run_1/m4.png
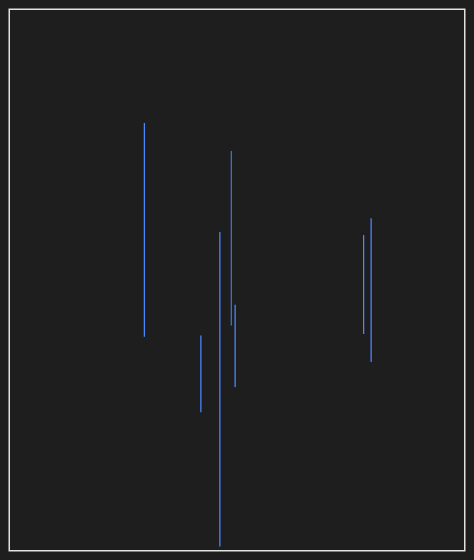
run_1/clock_nets.png
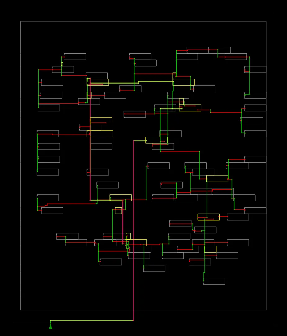
run_1/m1.png
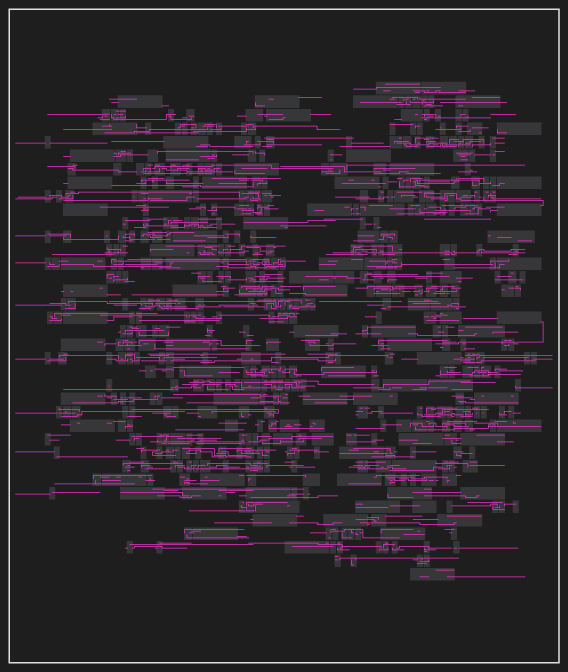
run_1/m2.png
The bar under the picture is 20 um long.
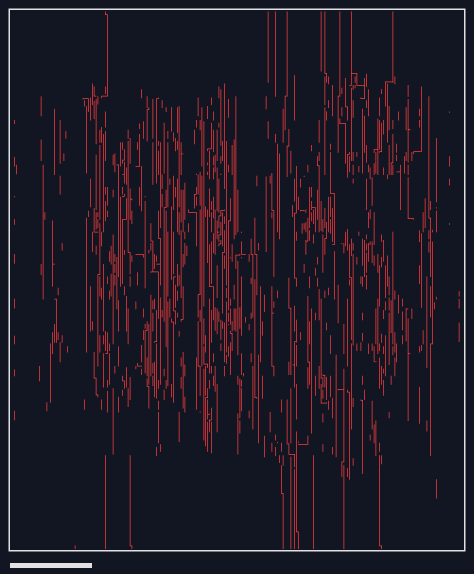
**config.mk**
```make
export PLATFORM = sky130hd
export DESIGN_NAME = pattern_det_ctrl_flat
export DESIGN_NICKNAME = d
export VERILOG_FILES = /design/src/rtl/pattern_det_ctrl_if.sv /design/src/rtl/pattern_det_ctrl.sv /design/src/flat_wrapper.sv
export SDC_FILE = /design/constraint.sdc
export NUM_CORES = 1
export LEC_CHECK = 0
export ABC_AREA = 1
export CORE_ASPECT_RATIO = 1.2
export CORE_MARGIN = 3
export CORE_UTILIZATION = 30
export CTS_CLUSTER_DIAMETER = 80
export DETAILED_ROUTE_END_ITERATION = 10
export DONT_BUFFER_PORTS = 1
export GPL_ROUTABILITY_DRIVEN = 1
export PLACE_DENSITY = 0.52
export SETUP_SLACK_MARGIN = 0.3
export SLEW_MARGIN = 20
export SYNTH_ARGS = -nofsm -noshare
export SYNTH_HDL_FRONTEND = slang
export SYNTH_SLANG_ARGS = --single-unit
```
**constraint.sdc**
```tcl
create_clock -name clk -period 3.3 [get_ports clk]
set_clock_uncertainty 0.15 [all_clocks]
set_input_delay 0.99 -clock clk [delete_from_list [all_inputs] [get_ports clk]]
set_output_delay 0.99 -clock clk [all_outputs]
set_load 0.03 [all_outputs]
```
**src/rtl/pattern_det_ctrl_if.sv**
```systemverilog
// Interface for pattern_det_ctrl: config handshake, run control, serial input and status.
// The master drives the config, run control and data; the slave is the detector.
interface pattern_det_ctrl_if #(
  parameter int MAX_LEN = 8,
  parameter int CNT_W   = 8,
  parameter int WIN_W   = 16
);
  localparam int LEN_W = $clog2(MAX_LEN + 1);

  logic               cfg_valid;
  logic               cfg_ready;
  logic [MAX_LEN-1:0] cfg_pattern;
  logic [LEN_W-1:0]   cfg_len;
  logic [WIN_W-1:0]   cfg_window;
  logic               cfg_overlap;
  logic               start;
  logic               abort;
  logic               x;
  logic               x_valid;
  logic               y;
  logic [CNT_W-1:0]   match_count;
  logic               busy;
  logic               done;

  modport master (
    output cfg_valid, cfg_pattern, cfg_len, cfg_window, cfg_overlap,
    output start, abort, x, x_valid,
    input  cfg_ready, y, match_count, busy, done
  );

  modport slave (
    input  cfg_valid, cfg_pattern, cfg_len, cfg_window, cfg_overlap,
    input  start, abort, x, x_valid,
    output cfg_ready, y, match_count, busy, done
  );
endinterface

```
**src/rtl/pattern_det_ctrl.sv**
```systemverilog
// Runtime-programmable serial pattern detector with windowed runs and match counting.
// Optional build macro PDC_STOP_ON_MATCH_EN: the first match ends the run with done.
module pattern_det_ctrl #(
  parameter int MAX_LEN = 8,
  parameter int CNT_W   = 8,
  parameter int WIN_W   = 16
) (
  input  logic               clk,
  input  logic               rst_n,
  pattern_det_ctrl_if.slave  bus
);
  localparam int                 LEN_W   = $clog2(MAX_LEN + 1);
  localparam logic [LEN_W-1:0]   LEN_MAX = LEN_W'(MAX_LEN);
  localparam logic [CNT_W-1:0]   CNT_SAT = '1;
`ifdef PDC_STOP_ON_MATCH_EN
  localparam bit STOP_ON_MATCH = 1'b1;
`else
  localparam bit STOP_ON_MATCH = 1'b0;
`endif

  typedef enum logic [0:0] {IDLE = 1'b0, ARMED = 1'b1} state_t;

  state_t             state_r, state_nx_s;
  logic [MAX_LEN-1:0] pat_r, hist_sh_s, mask_s;
  // Only the older MAX_LEN-1 bits are stored; the current bit is appended on the fly.
  logic [MAX_LEN-2:0] hist_r, hist_nx_s;
  logic [LEN_W-1:0]   len_r, fill_r, fill_nx_s, fill_inc_s, cfg_len_s;
  logic [WIN_W-1:0]   win_r, beats_r, beats_nx_s;
  logic               ovl_r;
  logic [CNT_W-1:0]   cnt_r, cnt_nx_s;
  logic               y_r, y_nx_s, done_r, done_nx_s;
  logic               cfg_take_s, beat_s, match_s, win_end_s;

  function automatic logic [MAX_LEN-1:0] len_mask(input logic [LEN_W-1:0] len);
    logic [MAX_LEN-1:0] m;
    m = '0;
    for (int i = 0; i < MAX_LEN; i++) m[i] = (LEN_W'(i) < len);
    return m;
  endfunction

  // Clamp the offered length into 1..MAX_LEN
  always_comb begin
    if (bus.cfg_len == '0) begin
      cfg_len_s = LEN_W'(1);
    end else if (bus.cfg_len > LEN_MAX) begin
      cfg_len_s = LEN_MAX;
    end else begin
      cfg_len_s = bus.cfg_len;
    end
  end

  // Next-state, datapath update and output strobes
  always_comb begin
    state_nx_s = state_r;
    hist_nx_s  = hist_r;
    fill_nx_s  = fill_r;
    beats_nx_s = beats_r;
    cnt_nx_s   = cnt_r;
    y_nx_s     = 1'b0;
    done_nx_s  = 1'b0;
    cfg_take_s = bus.cfg_valid && (state_r == IDLE);
    hist_sh_s  = {hist_r, bus.x};
    fill_inc_s = (fill_r == LEN_MAX) ? fill_r : fill_r + LEN_W'(1);
    mask_s     = len_mask(len_r);
    beat_s     = (state_r == ARMED) && bus.x_valid && !bus.abort;
    match_s    = beat_s && ((hist_sh_s & mask_s) == (pat_r & mask_s)) && (fill_inc_s >= len_r);
    win_end_s  = beat_s && (win_r != '0) &&
                 (({1'b0, beats_r} + (WIN_W+1)'(1)) == {1'b0, win_r});
    case (state_r)
      IDLE: begin
        if (bus.start) begin
          state_nx_s = ARMED;
          hist_nx_s  = '0;
          fill_nx_s  = '0;
          beats_nx_s = '0;
          cnt_nx_s   = '0;
        end else begin
          state_nx_s = IDLE;
        end
      end
      ARMED: begin
        if (bus.abort) begin
          state_nx_s = IDLE;
        end else if (beat_s) begin
          hist_nx_s  = hist_sh_s[MAX_LEN-2:0];
          beats_nx_s = beats_r + WIN_W'(1);
          // Non-overlapping mode starts a fresh fill so the matched bits cannot be reused
          fill_nx_s  = (match_s && !ovl_r) ? '0 : fill_inc_s;
          if (match_s && (cnt_r != CNT_SAT)) begin
            cnt_nx_s = cnt_r + CNT_W'(1);
          end else begin
            cnt_nx_s = cnt_r;
          end
          y_nx_s = match_s;
          if (win_end_s || (STOP_ON_MATCH && match_s)) begin
            state_nx_s = IDLE;
            done_nx_s  = 1'b1;
          end else begin
            state_nx_s = ARMED;
          end
        end else begin
          state_nx_s = ARMED;
        end
      end
      default: state_nx_s = IDLE;
    endcase
  end

  // FSM state register
  always_ff @(posedge clk or negedge rst_n) begin
    if (!rst_n) state_r <= IDLE;
    else        state_r <= state_nx_s;
  end

  // Run datapath and registered output strobes
  always_ff @(posedge clk or negedge rst_n) begin
    if (!rst_n) begin
      hist_r  <= '0;
      fill_r  <= '0;
      beats_r <= '0;
      cnt_r   <= '0;
      y_r     <= 1'b0;
      done_r  <= 1'b0;
    end else begin
      hist_r  <= hist_nx_s;
      fill_r  <= fill_nx_s;
      beats_r <= beats_nx_s;
      cnt_r   <= cnt_nx_s;
      y_r     <= y_nx_s;
      done_r  <= done_nx_s;
    end
  end

  // Configuration capture, only while idle
  always_ff @(posedge clk or negedge rst_n) begin
    if (!rst_n) begin
      pat_r <= '0;
      len_r <= LEN_W'(1);
      win_r <= '0;
      ovl_r <= 1'b1;
    end else if (cfg_take_s) begin
      pat_r <= bus.cfg_pattern;
      len_r <= cfg_len_s;
      win_r <= bus.cfg_window;
      ovl_r <= bus.cfg_overlap;
    end
  end

  assign bus.cfg_ready   = (state_r == IDLE);
  assign bus.busy        = (state_r == ARMED);
  assign bus.y           = y_r;
  assign bus.done        = done_r;
  assign bus.match_count = cnt_r;
endmodule

```
**src/flat_wrapper.sv**
```systemverilog
// flat-port wrapper written by rule: the top's interface ports become plain ports
module pattern_det_ctrl_flat 
#(
  parameter int MAX_LEN = 8,
  parameter int CNT_W   = 8,
  parameter int WIN_W   = 16
)
  (clk, rst_n, bus_cfg_valid, bus_cfg_pattern, bus_cfg_len, bus_cfg_window, bus_cfg_overlap, bus_start, bus_abort, bus_x, bus_x_valid, bus_cfg_ready, bus_y, bus_match_count, bus_busy, bus_done);
  pattern_det_ctrl_if #(.MAX_LEN(MAX_LEN), .CNT_W(CNT_W), .WIN_W(WIN_W)) bus_i ();
  input  logic clk;
  input  logic rst_n;
  input wire logic [$bits(bus_i.cfg_valid)-1:0] bus_cfg_valid;
  input wire logic [$bits(bus_i.cfg_pattern)-1:0] bus_cfg_pattern;
  input wire logic [$bits(bus_i.cfg_len)-1:0] bus_cfg_len;
  input wire logic [$bits(bus_i.cfg_window)-1:0] bus_cfg_window;
  input wire logic [$bits(bus_i.cfg_overlap)-1:0] bus_cfg_overlap;
  input wire logic [$bits(bus_i.start)-1:0] bus_start;
  input wire logic [$bits(bus_i.abort)-1:0] bus_abort;
  input wire logic [$bits(bus_i.x)-1:0] bus_x;
  input wire logic [$bits(bus_i.x_valid)-1:0] bus_x_valid;
  output wire logic [$bits(bus_i.cfg_ready)-1:0] bus_cfg_ready;
  output wire logic [$bits(bus_i.y)-1:0] bus_y;
  output wire logic [$bits(bus_i.match_count)-1:0] bus_match_count;
  output wire logic [$bits(bus_i.busy)-1:0] bus_busy;
  output wire logic [$bits(bus_i.done)-1:0] bus_done;
  assign bus_i.cfg_valid = bus_cfg_valid;
  assign bus_i.cfg_pattern = bus_cfg_pattern;
  assign bus_i.cfg_len = bus_cfg_len;
  assign bus_i.cfg_window = bus_cfg_window;
  assign bus_i.cfg_overlap = bus_cfg_overlap;
  assign bus_i.start = bus_start;
  assign bus_i.abort = bus_abort;
  assign bus_i.x = bus_x;
  assign bus_i.x_valid = bus_x_valid;
  assign bus_cfg_ready = bus_i.cfg_ready;
  assign bus_y = bus_i.y;
  assign bus_match_count = bus_i.match_count;
  assign bus_busy = bus_i.busy;
  assign bus_done = bus_i.done;
  pattern_det_ctrl #(.MAX_LEN(MAX_LEN), .CNT_W(CNT_W), .WIN_W(WIN_W)) u_core (.clk(clk), .rst_n(rst_n), .bus(bus_i));
endmodule
```
==> Slide: Implementation Results, run 1 <==
Run Summary

Synth
  • Yosys chip area: 0.00393 mm^2
  • Leading area contributor after synthesis: dfrtp_1
  • Syn. warnings: 0
  • Most numerous cell in the Yosys netlist: nand2_1
  • Post-Synthesis Cells: 534
  • Top comb family, area: simple AND/OR/NAND/NOR gates
  • Unique cell types: 32
  • Syn Nets: 578
  • Synth top cells by count: 165 x nand2_1, 65 x dfrtp_1, 63 x inv_1
  • Post-synthesis cell area: 0.00393 mm^2
  • Ys flops: 67
  • Post-Synth Simple-Gate Area: 0.346

Timing
  • RSZ-0062 raised after global routing: no
  • Setup slack after layout: 828 ps
  • Final Max Tran Viols: 0
  • Relative slew margins: 0.642
  • Crit path time final: 2470 ps

Routing
  • Vias per cell: 4.78
  • DR pass1 iterations: 5

Run status
  • Status: complete, no violations

Floorplan
  • Ports: 48
  • Total core area: 0.0127 mm^2

Power and ir drop
  • Sw frac: 0.319
  • Psw: 0.789 mW
  • Power Combinational: 0.459 mW
  • Seq. pwr: 1.05 mW
  • Pwr top: sequential cells

CTS
  • CTS Hold Bufs: 0
  • CTS HTree Levels: 3
  • Root Buffer: clkbuf_16
  • Worst-path clk slew: 60 ps
  • Clk_lat worst skew: 340 ps

Layout
  • Nets@finish: 580
  • Post-route cell area: 0.00439 mm^2
  • Share of layout cells above drive strength 1: 0.0776

Placement
  • Post-DP HPWL: 7.54 mm
  • PortBufs: 0
  • RD Place Congestion: 0.864
  • Pre-CTS WS: 599 ps
  • Placed cell area: 0.00409 mm^2

Job
  • Max Cap Viol: 0

Worst setup path
  • Critical path cell sequence: nand3_2, inv_2, nor2_4, inv_1, buf_4, o21ai_0
  • Classification of the worst setup path: flip-flop to flip-flop
  • CP Capture Type: flip-flop
  • CP max stage delay: 680 ps

Global routing
  • Largest net degree at the start of global routing: 68
  • Vias in the first global route: 3484
  • GRT overflow: 0

Min path
  • Hold Crit Class: input pin to asynchronous set/reset pin
-- m4.png (at the start) --
wire length on this layer = 267 um
main direction = vertical
longest straight run = 76.2 um
share of all routed wire = 2.7%

-- clock_nets.png (at the start) --
CTS sink count: 67
CTS buffer count: 9
num sequential: 67

-- m1.png (at the start) --
share of all routed wire = 46%
nets with wire on the layer = 536

-- m2.png (at the start) --
nets with wire on the layer = 466
share of all routed wire = 48%
main direction = vertical

==> run 1: sequential cells by signal (all words and copies together), names as in the netlist <==
| register | count |
|---|---|
| u_core.beats_r | 16 |
| u_core.bus.busy | 1 |
| u_core.bus.done | 1 |
| u_core.bus.match_count | 8 |
| u_core.bus.y | 1 |
| u_core.fill_r | 4 |
| u_core.hist_r | 7 |
| u_core.len_r | 4 |
| u_core.ovl_r | 1 |
| u_core.pat_r | 8 |
| u_core.win_r | 16 |
==> run 1: path summary, 6_finish.rpt <==
check                                            start                        endpoint  slack, ps  cells after the start
setup / recovery             u_core.bus.busy$_DFF_PN0_  u_core.beats_r[10]$_DFFE_PN0P_        830                      6
hold reg to reg            u_core.pat_r[0]$_DFFE_PN0P_     u_core.pat_r[0]$_DFFE_PN0P_        350                      2
max in group asynchronous                        rst_n        u_core.ovl_r$_DFFE_PN1P_       2610                      0
min in group clk           u_core.pat_r[0]$_DFFE_PN0P_     u_core.pat_r[0]$_DFFE_PN0P_        350                      2
setup reg to reg             u_core.bus.busy$_DFF_PN0_  u_core.beats_r[10]$_DFFE_PN0P_        830                      6
hold / removal                                   rst_n   u_core.beats_r[2]$_DFFE_PN0P_        200                      0
==> run 1: layer usage <==
| metal | wire [um] | vias up | global-route usage |
|---|---|---|---|
| li1 | - | 1736 | - |
| met1 | 4660 | 1554 | 0.182 |
| met2 | 4820 | 66 | 0.240 |
| met3 | 289 | 16 | 0.0318 |
| met4 | 266 | 0 | 0.0657 |
| met5 | 0 | - | 0 |
==> run 1: area by class of cell <==
cell class | count | area share
multi-input cells | 389 | 0.442
clock buffers | 11 | 0.0553
well taps | 164 | 0.0468
inverters | 66 | 0.0565
repair buffers | 3 | 0.00513
flip-flops and latches | 67 | 0.383
clock inverters | 5 | 0.0120
run_1/m3.png
The bar under the picture is 20 um long.
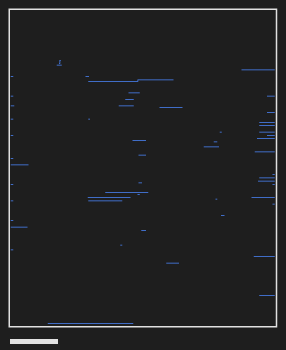

==> run 2: changes to the inputs <==
clock period = 2.35 ns   (was 3.3 ns; I/O delays follow)
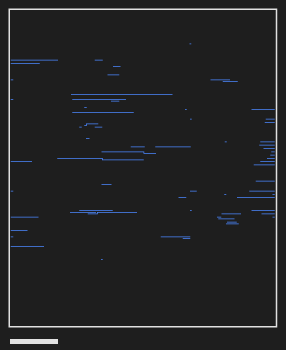
run_2/m3.png
The bar under the picture is 20 um long.
main direction = horizontal
wire length on this layer = 479 um
nets with wire on the layer = 52
share of all routed wire = 4.4%
longest straight run = 41.9 um
vias: 3537
met3 usage: 0.0263
WL final: 11.0 mm

==> run 2 against run 1 <==
The flow now finishes with violations (hold timing). Count of clock-buffer cells in the layout stayed put. Register-to-register slack lost 730 ps. Combinational power grew 88%. Power increased by 46%. Sequential power grew 36%. Synthesized cell count unchanged. Via count up 4.9%. Utilization rose by 2.3 points. First-iteration DRC count is 35% lower. Critical path depth is 7 higher. Largest cell class unchanged. Largest power group unchanged.
==> Slide: Implementation Results, run 2 <==
Run Summary

Placement
  • RD Place Congestion: 0.902
  • Post-DP HPWL: 8.09 mm
  • PortBufs: 0

Timing
  • Crit path time final: 2250 ps
  • RSZ-0062 raised after global routing: yes
  • Worst hold slack: -95.1 ps
  • Relative slew margins: 0.704
  • Hold Vio Cnt, Final: 65

CTS
  • Worst-path clk slew: 60 ps
  • Root Buffer: clkbuf_16
  • CTS HTree Levels: 3

Layout
  • Share of layout cells above drive strength 1: 0.157

Power and ir drop
  • Psw: 1.21 mW
  • Seq. pwr: 1.43 mW
  • Pwr top: sequential cells

Run status
  • Status: complete, but fails checks
  • Failing checks: hold timing

Synth
  • Top comb family, area: simple AND/OR/NAND/NOR gates
  • Yosys chip area: 0.00393 mm^2
  • Ys flops: 67
  • Unique cell types: 32
  • Post-Synth Simple-Gate Area: 0.346
  • Post-Synthesis Cells: 534

Job
  • Max Cap Viol: 0

Routing
  • DR pass1 iterations: 5

Worst setup path
  • Critical path cell sequence: inv_2, ha_4, nand3_4, xor2_2, inv_2, ha_4, nand4_1, nand3_1, nand4_1, nand2_4, nand2_8, nand2_2, nand2_1
  • CP Capture Type: flip-flop
  • Classification of the worst setup path: flip-flop to flip-flop
  • R2r setup slk: 100 ps

Floorplan
  • Total core area: 0.0127 mm^2

Global routing
  • Grt met1 use: 0.190
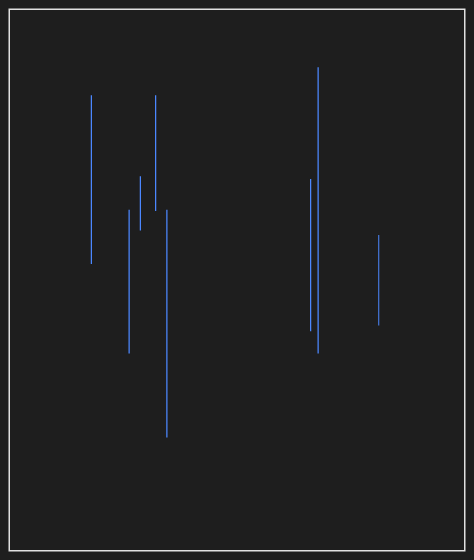
run_2/m4.png
wire length on this layer = 299 um
share of all routed wire = 2.7%

[run 2: cell counts after synthesis]
No cell type changed its count.
[run 2: final timing paths]
path,start,endpoint,depth (start not counted)
min in group clk,bus_cfg_pattern[5],u_core.pat_r[5]$_DFFE_PN0P_,2
max reg2reg,u_core.fill_r[1]$_DFFE_PN0P_,u_core.bus.match_count[6]$_DFFE_PN0P_,13
min reg2reg,u_core.pat_r[6]$_DFFE_PN0P_,u_core.pat_r[6]$_DFFE_PN0P_,2
max in group asynchronous,rst_n,u_core.ovl_r$_DFFE_PN1P_,0
max,u_core.fill_r[1]$_DFFE_PN0P_,u_core.bus.match_count[6]$_DFFE_PN0P_,13
min,rst_n,u_core.beats_r[12]$_DFFE_PN0P_,0
[run 2: stage by stage]
stage | hold slack [ps] | power, mW | instance area [um^2] | instances
final | -95.1 | 3.61 | 4680 | 724
after global routing | -112 | 3.84 | 4680 | 724
after CTS | -103 | 3.58 | 4520 | 718
after detailed placement | 262 | 2.21 | 4170 | 696
after global placement | 262 | 2.20 | 4170 | 696
after floorplan | 259 | 1.98 | 3950 | 534
[run 2: cell families (layout without fill, tap and decap cells)]
group | after synthesis | in the layout
AND/OR/NAND/NOR | 304 | 304
buffers and inverters | 78 | 104
flip-flops | 67 | 67
AND-OR/OR-AND | 61 | 61
XOR/XNOR | 16 | 16
adder cells (fa/ha/maj) | 8 | 8
[run 2: layer usage]
metal	share of wire	vias up
met1	0.43	1661
met5	0	-
li1	-	1769
met2	0.50	86
met3	0.044	21
met4	0.027	0
[run 2: layout make-up]
class	count	area, um^2
clock inverters	5	36.3
well taps	164	205
fillers	1361	8050
multi-input cells	389	2070
inverters	66	250
repair buffers	22	181
flip-flops and latches	67	1680
clock buffers	11	253
Power is estimated from default activity; no workload was simulated.
